`config.mk`:
```
export PLATFORM = sky130hd
export DESIGN_NAME = rpsc_power_sequencer
export DESIGN_NICKNAME = d
export VERILOG_FILES = /design/src/rtl/rpsc_power_sequencer.sv
export SDC_FILE = /design/constraint.sdc
export NUM_CORES = 1
export LEC_CHECK = 0
export ABC_AREA = 1
export CAP_MARGIN = 20
export CORE_ASPECT_RATIO = 1.75
export CORE_MARGIN = 5
export CORE_UTILIZATION = 61
export CTS_CLUSTER_SIZE = 16
export DETAILED_ROUTE_END_ITERATION = 8
export GPL_TIMING_DRIVEN = 0
export PLACE_DENSITY = 0.87
export SETUP_SLACK_MARGIN = 0.05
export SKIP_LAST_GASP = 1
export SYNTH_ARGS = -nofsm -noshare
export SYNTH_HDL_FRONTEND = slang
export SYNTH_SLANG_ARGS = --single-unit
export TNS_END_PERCENT = 50
```
`constraint.sdc`:
```
create_clock -name clk -period 4.45 [get_ports clk]
set_clock_uncertainty 0.05 [all_clocks]
set_input_delay 0.89 -clock clk [delete_from_list [all_inputs] [get_ports clk]]
set_output_delay 0.89 -clock clk [all_outputs]
set_load 0.05 [all_outputs]
```
`src/rtl/rpsc_power_sequencer.sv`:
```
// rtl/rpsc_power_sequencer.sv - RPSC tube supply enable sequencer (standby and HV groups, RF permit)
// Optional build macro RPSC_SEQ_FAULT_LATCH_EN: FAULT is held until i_FAULT_CLR.
module rpsc_power_sequencer #(
    parameter int STEP_CYCLES   = 1000,
    parameter int READY_TIMEOUT = 50000,
    parameter int CNT_W         = 17
) (
    input  logic       clk,
    input  logic       reset,
    input  logic       i_PS_ON,
    input  logic       i_HV_ON_REQ,
    input  logic       i_Not_ANY_HV_GO_OFF,
    input  logic       i_Not_AN_HV_Ready,
    input  logic       i_FAULT_CLR,
    output logic       o_Not_FAN_ON,
    output logic       o_Not_DR_AMP_ON,
    output logic       o_Not_G1_ON,
    output logic       o_Not_CA_ON,
    output logic       o_Not_G2_ON,
    output logic       o_Not_Anode_ON,
    output logic       o_Not_RF_PERM,
    output logic [3:0] o_state,
    output logic       o_fault
);

    typedef enum logic [3:0] {
        ST_OFF     = 4'd0,
        ST_FAN     = 4'd1,
        ST_DRAMP   = 4'd2,
        ST_G1      = 4'd3,
        ST_CA      = 4'd4,
        ST_STANDBY = 4'd5,
        ST_G2      = 4'd6,
        ST_ANODE   = 4'd7,
        ST_HV_ON   = 4'd8,
        ST_HV_DOWN = 4'd9,
        ST_SB_DOWN = 4'd10,
        ST_FAULT   = 4'd11
    } state_t;

    localparam logic [CNT_W-1:0] STEP_LAST = CNT_W'(STEP_CYCLES - 1);
    localparam logic [CNT_W-1:0] STEP_FULL = CNT_W'(STEP_CYCLES);
    localparam logic [CNT_W-1:0] TO_LAST   = CNT_W'(READY_TIMEOUT - 1);

    state_t           state_q, state_d;
    logic [CNT_W-1:0] cnt_q, cnt_d;
    logic             fan_q, dr_q, g1_q, ca_q, g2_q, an_q, rf_q, fault_q;
    logic             fan_d, dr_d, g1_d, ca_d, g2_d, an_d, rf_d, fault_d;
    logic [1:0]       abort_sync, ready_sync;
    logic             abort_s, ready_s, dwell_done, sb_step, exit_fault;

    always_ff @(posedge clk or posedge reset) begin
        if (reset) begin
            abort_sync <= 2'b11;
            ready_sync <= 2'b11;
        end else begin
            abort_sync <= {abort_sync[0], i_Not_ANY_HV_GO_OFF};
            ready_sync <= {ready_sync[0], i_Not_AN_HV_Ready};
        end
    end

    assign abort_s    = ~abort_sync[1];
    assign ready_s    = ~ready_sync[1];
    assign dwell_done = (cnt_q == STEP_LAST);
    // SB_DOWN releases one rail on the first cycle after entry, then every STEP_CYCLES.
    assign sb_step    = (state_q == ST_SB_DOWN) && ((cnt_q == '0) || (cnt_q == STEP_FULL));

`ifdef RPSC_SEQ_FAULT_LATCH_EN
    assign exit_fault = ~abort_s & i_FAULT_CLR;
`else
    logic unused_fault_clr;
    assign unused_fault_clr = i_FAULT_CLR;
    assign exit_fault       = ~abort_s;
`endif

    always_comb begin
        state_d = state_q;
        fan_d   = fan_q;
        dr_d    = dr_q;
        g1_d    = g1_q;
        ca_d    = ca_q;
        g2_d    = g2_q;
        an_d    = an_q;
        rf_d    = rf_q;
        fault_d = fault_q;

        if (abort_s && (state_q != ST_OFF) && (state_q != ST_FAULT)) begin
            state_d = ST_FAULT;
            g2_d    = 1'b0;
            an_d    = 1'b0;
            rf_d    = 1'b0;
            fault_d = 1'b1;
        end else if ((state_q == ST_ANODE) && (cnt_q == TO_LAST)) begin
            state_d = ST_FAULT;
            g2_d    = 1'b0;
            an_d    = 1'b0;
            rf_d    = 1'b0;
            fault_d = 1'b1;
        end else if (!i_PS_ON && (state_q inside {ST_FAN, ST_DRAMP, ST_G1, ST_CA, ST_STANDBY,
                                                  ST_G2, ST_ANODE, ST_HV_ON})) begin
            rf_d = 1'b0;
            if (g2_q || an_q) begin
                state_d = ST_HV_DOWN;
                an_d    = 1'b0;
            end else begin
                state_d = ST_SB_DOWN;
            end
        end else if (!i_HV_ON_REQ && (state_q inside {ST_G2, ST_ANODE, ST_HV_ON})) begin
            state_d = ST_HV_DOWN;
            an_d    = 1'b0;
            rf_d    = 1'b0;
        end else begin
            case (state_q)
                ST_OFF:     if (i_PS_ON)     begin state_d = ST_FAN;     fan_d = 1'b1; end
                ST_FAN:     if (dwell_done)  begin state_d = ST_DRAMP;   dr_d  = 1'b1; end
                ST_DRAMP:   if (dwell_done)  begin state_d = ST_G1;      g1_d  = 1'b1; end
                ST_G1:      if (dwell_done)  begin state_d = ST_CA;      ca_d  = 1'b1; end
                ST_CA:      if (dwell_done)  begin state_d = ST_STANDBY;               end
                ST_STANDBY: if (i_HV_ON_REQ) begin state_d = ST_G2;      g2_d  = 1'b1; end
                ST_G2:      if (dwell_done)  begin state_d = ST_ANODE;   an_d  = 1'b1; end
                ST_ANODE:   if (ready_s)     begin state_d = ST_HV_ON;   rf_d  = 1'b1; end
                ST_HV_ON:   ;
                ST_HV_DOWN: if (dwell_done) begin
                    g2_d    = 1'b0;
                    state_d = i_PS_ON ? ST_STANDBY : ST_SB_DOWN;
                end
                ST_SB_DOWN: if (sb_step) begin
                    if (ca_q)      ca_d = 1'b0;
                    else if (g1_q) g1_d = 1'b0;
                    else if (dr_q) dr_d = 1'b0;
                    else begin
                        fan_d   = 1'b0;
                        state_d = ST_OFF;
                    end
                end
                ST_FAULT: if (exit_fault) begin
                    fault_d = 1'b0;
                    state_d = i_PS_ON ? ST_STANDBY : ST_SB_DOWN;
                end
                default: begin
                    state_d = ST_OFF;
                    fan_d   = 1'b0;
                    dr_d    = 1'b0;
                    g1_d    = 1'b0;
                    ca_d    = 1'b0;
                    g2_d    = 1'b0;
                    an_d    = 1'b0;
                    rf_d    = 1'b0;
                    fault_d = 1'b0;
                end
            endcase
        end

        if (state_d != state_q)  cnt_d = '0;
        else if (sb_step)        cnt_d = CNT_W'(1);
        else if (cnt_q != '1)    cnt_d = cnt_q + CNT_W'(1);
        else                     cnt_d = cnt_q;
    end

    always_ff @(posedge clk or posedge reset) begin
        if (reset) begin
            state_q <= ST_OFF;
            cnt_q   <= '0;
            fan_q   <= 1'b0;
            dr_q    <= 1'b0;
            g1_q    <= 1'b0;
            ca_q    <= 1'b0;
            g2_q    <= 1'b0;
            an_q    <= 1'b0;
            rf_q    <= 1'b0;
            fault_q <= 1'b0;
        end else begin
            state_q <= state_d;
            cnt_q   <= cnt_d;
            fan_q   <= fan_d;
            dr_q    <= dr_d;
            g1_q    <= g1_d;
            ca_q    <= ca_d;
            g2_q    <= g2_d;
            an_q    <= an_d;
            rf_q    <= rf_d;
            fault_q <= fault_d;
        end
    end

    assign o_Not_FAN_ON    = ~fan_q;
    assign o_Not_DR_AMP_ON = ~dr_q;
    assign o_Not_G1_ON     = ~g1_q;
    assign o_Not_CA_ON     = ~ca_q;
    assign o_Not_G2_ON     = ~g2_q;
    assign o_Not_Anode_ON  = ~an_q;
    assign o_Not_RF_PERM   = ~rf_q;
    assign o_state         = state_q;
    assign o_fault         = fault_q;

endmodule

```
Figure 1. Signal wires on met4.
Drawn at 6 px/um.
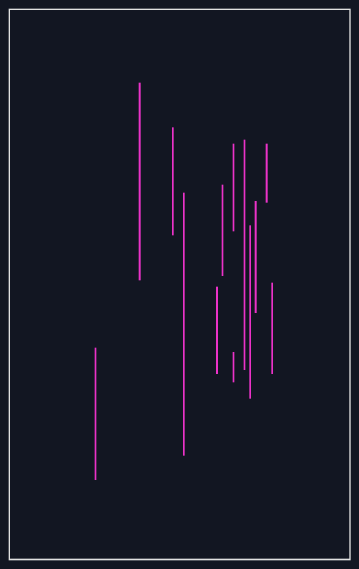
- share of all routed wire: 4.6%
- longest straight run: 43.5 um
- nets with wire on the layer: 13
- wire length on this layer: 273 um
drt total wl: 5890 um
vias after detailed routing: 2273

Figure 2. Clock wires, drivers and flops.
Drawn at 8 px/um.
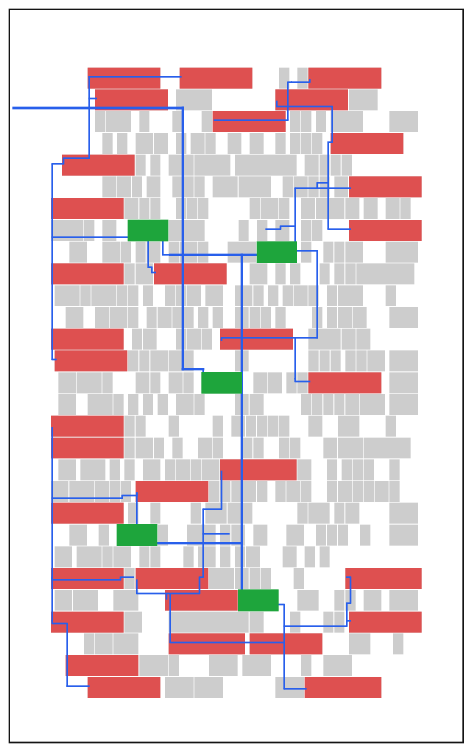
- red: flip-flops (count 33)
- blue: clock wires (length 458 um)
- green: clock drivers (count 5)
- flops lie: widely spread
clock power share: 0.133
worst skew pair latency: 290 ps
Power Clock: 216 uW

Figure 3. Supply network.
Drawn at 6 px/um. Pins as bars on the die edge.
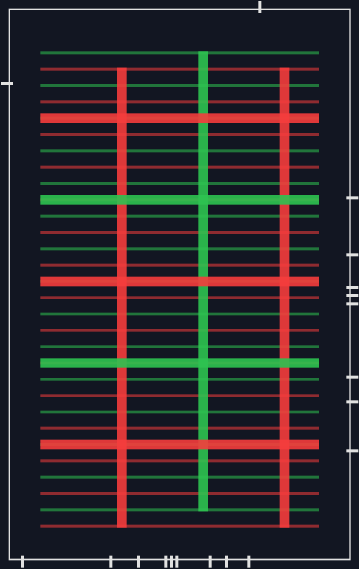
- green: VDD
- red: VSS
- signal pins: 19
- rows: 29
- met5 straps: 5
- met1 rails: 30
die height: 91.5 um
Max IR drop VDD: 0.000564 V
die width: 56.6 um
floorplan core area: 3660 um2

==> results.txt <==
run metrics: run status complete, no violations, first-pass GRT wire length 10100 um, Synth flops 33, Yosys warning total 0, Routed wire per std cell 14.7 um, postcts setup bufs 0, Largest Register cnt_q, met3 Use GR 0.0426, number of OpenROAD warnings 28, Net Count, Synth 339, pre-CTS setup slack 1320 ps, Yosys Instances 329, Crit path max-delay family simple AND/OR/NAND/NOR gates, filler cell count 327, design area 2650 um2, Distinct lib cells used 38, Commonest cells post-synth nand2_1, nor2_1, inv_1, Main logic family simple AND/OR/NAND/NOR gates, count leader, synth nand2_1, crit path capture type flip-flop, hold-critical path depth 0, DR top layer met4, Clock-cell share 0.0302, mapped cell area 2310 um2, Crit path top cell by count nand2_1, Inst Count DP 393, Arr. time, crit path 3030 ps, routed length on met1 2110 um, bufs w/o clock 21, post-layout util 0.723, Syn Area/Cell 7.03 um2, yosys stat chip area 2310 um2, Tightest Pin Transition 699 ps, number of flops mapped to enable cells by yosys 0, Hold Path Class reg -> reg, Resize count post-CTS 0, most frequent logic cells in the routed design nand2_1, nor2_1, inv_1, Signal buf overhead 0.0846, Final Power 1.62 mW, Final Worst Setup Slack 1580 ps, clock buffers 8, met1 Use GR 0.262, Starting Density 0.631, setup TNS 0 ps, P_seq 404 uW
Power and IR drop assume default switching activity.
